Figure 1. Floorplan with the power grid.
Scale: 4 px per um. Pins as bars on the die edge. Tap cells in gray.
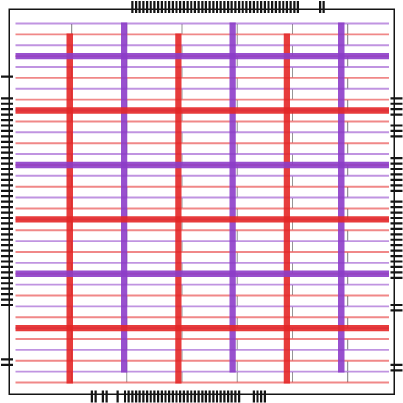
Figure 2. Placed cells, one color a class.
Scale: 4 px per um. Fill, decap, tap and diode cells in gray.
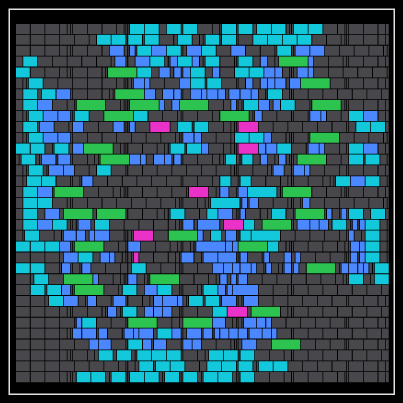
## config.mk

```make
export PLATFORM = sky130hd
export DESIGN_NAME = dmem_arbiter
export DESIGN_NICKNAME = d
export VERILOG_FILES = /design/src/rtl/dmem_arbiter_pkg.sv /design/src/rtl/dmem_arbiter_rr_pick.sv /design/src/rtl/dmem_arbiter.sv
export SDC_FILE = /design/constraint.sdc
export NUM_CORES = 1
export LEC_CHECK = 0
export CAP_MARGIN = 25
export CORE_UTILIZATION = 25
export CTS_CLUSTER_DIAMETER = 30
export DETAILED_ROUTE_END_ITERATION = 6
export HOLD_SLACK_MARGIN = 0.15
export PLACE_DENSITY = 0.63
export SYNTH_ARGS = -nofsm -noshare
export SYNTH_HDL_FRONTEND = slang
export SYNTH_SLANG_ARGS = --single-unit
export TNS_END_PERCENT = 100
```

## constraint.sdc

```tcl
create_clock -name clk -period 2.5 [get_ports clk]
set_input_delay 0.5 -clock clk [delete_from_list [all_inputs] [get_ports clk]]
set_output_delay 0.5 -clock clk [all_outputs]
set_load 0.005 [all_outputs]
```

## src/rtl/dmem_arbiter_pkg.sv

```systemverilog
// Shared types for the data-memory arbiter.
package dmem_arbiter_pkg;

    typedef enum logic [1:0] {
        ARB_IDLE   = 2'd0,
        ARB_ACCESS = 2'd1,
        ARB_RESP   = 2'd2
    } arb_state_t;

endpackage

```

## src/rtl/dmem_arbiter_rr_pick.sv

```systemverilog
// Combinational round-robin picker: first set request at or after start, wrapping.
module rr_pick #(
    parameter int N = 4
) (
    input  logic [N-1:0]                           req,
    input  logic [((N > 1) ? $clog2(N) : 1)-1:0]   start,
    output logic [((N > 1) ? $clog2(N) : 1)-1:0]   idx,
    output logic                                   valid
);

    localparam int PW = (N > 1) ? $clog2(N) : 1;

    int unsigned cand;

    // Scan N positions starting at the pointer; the first requester wins.
    always_comb begin
        idx   = '0;
        valid = 1'b0;
        cand  = 0;
        for (int unsigned i = 0; i < N; i++) begin
            cand = (int'(start) + i) % N;
            if (!valid && req[cand]) begin
                valid = 1'b1;
                idx   = cand[PW-1:0];
            end
        end
    end

endmodule

```

## src/rtl/dmem_arbiter.sv

```systemverilog
// Round-robin arbiter sharing one single-port data memory among NUM_CORES cores.
// Optional feature: define DMEM_ARB_LOCK_EN to add core_lock for atomic sequences.
module dmem_arbiter
    import dmem_arbiter_pkg::*;
#(
    parameter int NUM_CORES  = 4,
    parameter int DATA_WIDTH = 12,
    parameter int ADDR_WIDTH = 12
) (
    input  logic                                 clk,
    input  logic                                 rst,
    input  logic [NUM_CORES-1:0]                 core_req,
    input  logic [NUM_CORES-1:0]                 core_wr_en,
    input  logic [NUM_CORES-1:0][ADDR_WIDTH-1:0] core_addr,
    input  logic [NUM_CORES-1:0][DATA_WIDTH-1:0] core_wdata,
`ifdef DMEM_ARB_LOCK_EN
    input  logic [NUM_CORES-1:0]                 core_lock,
`endif
    output logic [NUM_CORES-1:0]                 core_gnt,
    output logic [NUM_CORES-1:0]                 core_rvalid,
    output logic [DATA_WIDTH-1:0]                core_rdata,
    output logic [ADDR_WIDTH-1:0]                mem_addr,
    output logic [DATA_WIDTH-1:0]                mem_wdata,
    output logic                                 mem_wr_en,
    input  logic [DATA_WIDTH-1:0]                mem_rdata,
    output logic                                 busy
);

    localparam int PW = (NUM_CORES > 1) ? $clog2(NUM_CORES) : 1;

    arb_state_t            state;
    logic [PW-1:0]         rr_ptr;
    logic [PW-1:0]         sel;
    logic                  wr_q;
    logic [PW-1:0]         win_idx;
    logic                  win_valid;
    logic [PW-1:0]         next_ptr;
    logic [NUM_CORES-1:0]  sel_onehot;
    logic [NUM_CORES-1:0]  req_eff;

`ifdef DMEM_ARB_LOCK_EN
    logic locked;
    logic lock_hold;

    // Lock only persists while the owning core keeps core_lock raised.
    assign lock_hold = locked && core_lock[sel];
`endif

    // Decode the selected core and mask requests while a lock is held.
    always_comb begin
        sel_onehot      = '0;
        sel_onehot[sel] = 1'b1;
`ifdef DMEM_ARB_LOCK_EN
        req_eff = lock_hold ? (core_req & sel_onehot) : core_req;
`else
        req_eff = core_req;
`endif
        next_ptr = (win_idx == PW'(NUM_CORES - 1)) ? '0 : win_idx + 1'b1;
    end

    rr_pick #(.N(NUM_CORES)) u_pick (
        .req   (req_eff),
        .start (rr_ptr),
        .idx   (win_idx),
        .valid (win_valid)
    );

    // FSM and registered access; mem_addr/mem_wdata are loaded on a win and otherwise hold.
    always_ff @(posedge clk) begin
        if (rst) begin
            state     <= ARB_IDLE;
            rr_ptr    <= '0;
            sel       <= '0;
            wr_q      <= 1'b0;
            mem_addr  <= '0;
            mem_wdata <= '0;
`ifdef DMEM_ARB_LOCK_EN
            locked    <= 1'b0;
`endif
        end else begin
            case (state)
                ARB_IDLE: begin
`ifdef DMEM_ARB_LOCK_EN
                    locked <= lock_hold;
`endif
                    if (win_valid) begin
                        sel       <= win_idx;
                        mem_addr  <= core_addr[win_idx];
                        mem_wdata <= core_wdata[win_idx];
                        wr_q      <= core_wr_en[win_idx];
                        state     <= ARB_ACCESS;
`ifdef DMEM_ARB_LOCK_EN
                        locked    <= core_lock[win_idx];
                        if (!lock_hold) begin
                            rr_ptr <= next_ptr;
                        end
`else
                        rr_ptr    <= next_ptr;
`endif
                    end
                end
                ARB_ACCESS: state <= wr_q ? ARB_IDLE : ARB_RESP;
                ARB_RESP:   state <= ARB_IDLE;
                default:    state <= ARB_IDLE;
            endcase
        end
    end

    // State-qualified strobes and read-data pass-through.
    always_comb begin
        mem_wr_en   = (state == ARB_ACCESS) && wr_q;
        core_gnt    = (state == ARB_ACCESS) ? sel_onehot : '0;
        core_rvalid = (state == ARB_RESP) ? sel_onehot : '0;
        core_rdata  = mem_rdata;
        busy        = (state != ARB_IDLE);
    end

endmodule
```

==> results.yml <==
# physical design summary
placed_design:
  io_buffers: 139
  placed_cells: 481
  placed_area_um2: 3570
  dp_hpwl_um: 5730
  preCtsSetupSlack_ps: -79.3
logic_synthesis:
  flop_cell: "dfxtp_1"
  ys.flops: 31
  synth_dominant_cell_count: "dfxtp_1"
  ys_cells: 261
  syn_inst: 261
  yosysWarnings: 0
clock_network:
  h-tree-depth: 2
  clockBufferDepth: 2
  cts-root-buf: "clkbuf_8"
  clk_latency_ps: 280
  post_cts_buffers: 0
critical_path:
  reg2regPathDepth: 6
  cp.required_ps: 2650
  critPathKind: "in2reg"
  r2r-end: "mem_wdata[10]"
  cp_max_fo: 28
  crit_arrival_ps: 2390
detailed_routing:
  drt_first_pass_iters: 4
  drc: 0
  wl_met3_um: 525
  drt_first_iter_violations: 110
  ant_nets: 0
power:
  p_per_area_nw_per_um2: 557
global_route:
  grt_pass1_wl_um: 11500
  grt_usage_pct: 16.2
  grt_pass1_vias: 2353
cells_and_area:
  lay_top_count: "clkdlybuf4s50_1"
sta:
  slew_headroom_pct: 43.9
  finalCriticalPeriod_ps: 2240
  rsz0062_at_grt: "no"
  hold_viol: 0
floorplan:
  dieArea_um2: 9190
outcome:
  status: "finished clean"
hold_path:
  min_path_cells: 1
## Picture notes: Figure 1
VDD -> purple
VSS -> red
met1 rails = 34
met5 straps = 6
rows = 33
DIE WIDTH: 95.9 um
Placeable Area: 8380 um^2
Die Y: 95.9 um
worst vdd ir: 0.215 mV

## Picture notes: Figure 2
all other logic -> blue  # cells 194
flip-flops -> green  # cells 31
other buffers and delay cells -> cyan  # cells 151
clock drivers and dummy loads -> magenta  # cells 8
Finished Cell Area: 3680 um^2
Finished Core Util: 43.9%
num rows: 33
Seq/total area: 16.9%

## cell families after synthesis
kind of cell           after synthesis  synth area share (%)
buffers and inverters               39                  13.4
XOR/XNOR                             1                 0.398
multiplexers                        21                  9.55
flip-flops                          31                  28.2
AND-OR/OR-AND                       74                  25.9
AND/OR/NAND/NOR                     95                  22.6
## final cells by class
class	instances	area share, %
flip-flops and latches	31	16.9
multi-input cells	191	35.2
inverters	3	0.306
repair buffers	151	41.3
clock buffers	8	2.72
well taps	105	3.57
## power breakdown
part           switching, mW  internal [mW]
Clock                  0.194          0.251
Sequential            0.0659          0.591
Combinational          0.416          0.532
Total                  0.676           1.37
## worst max-delay path: cells and delay by family
family,cells,cell delay (ps)
muxes,1,250
AOI/OAI and AO/OA,2,770
buffers and inverters,2,650
and+or+nand+nor,2,190
No activity file was given, so power comes from the tool's default toggle rates.
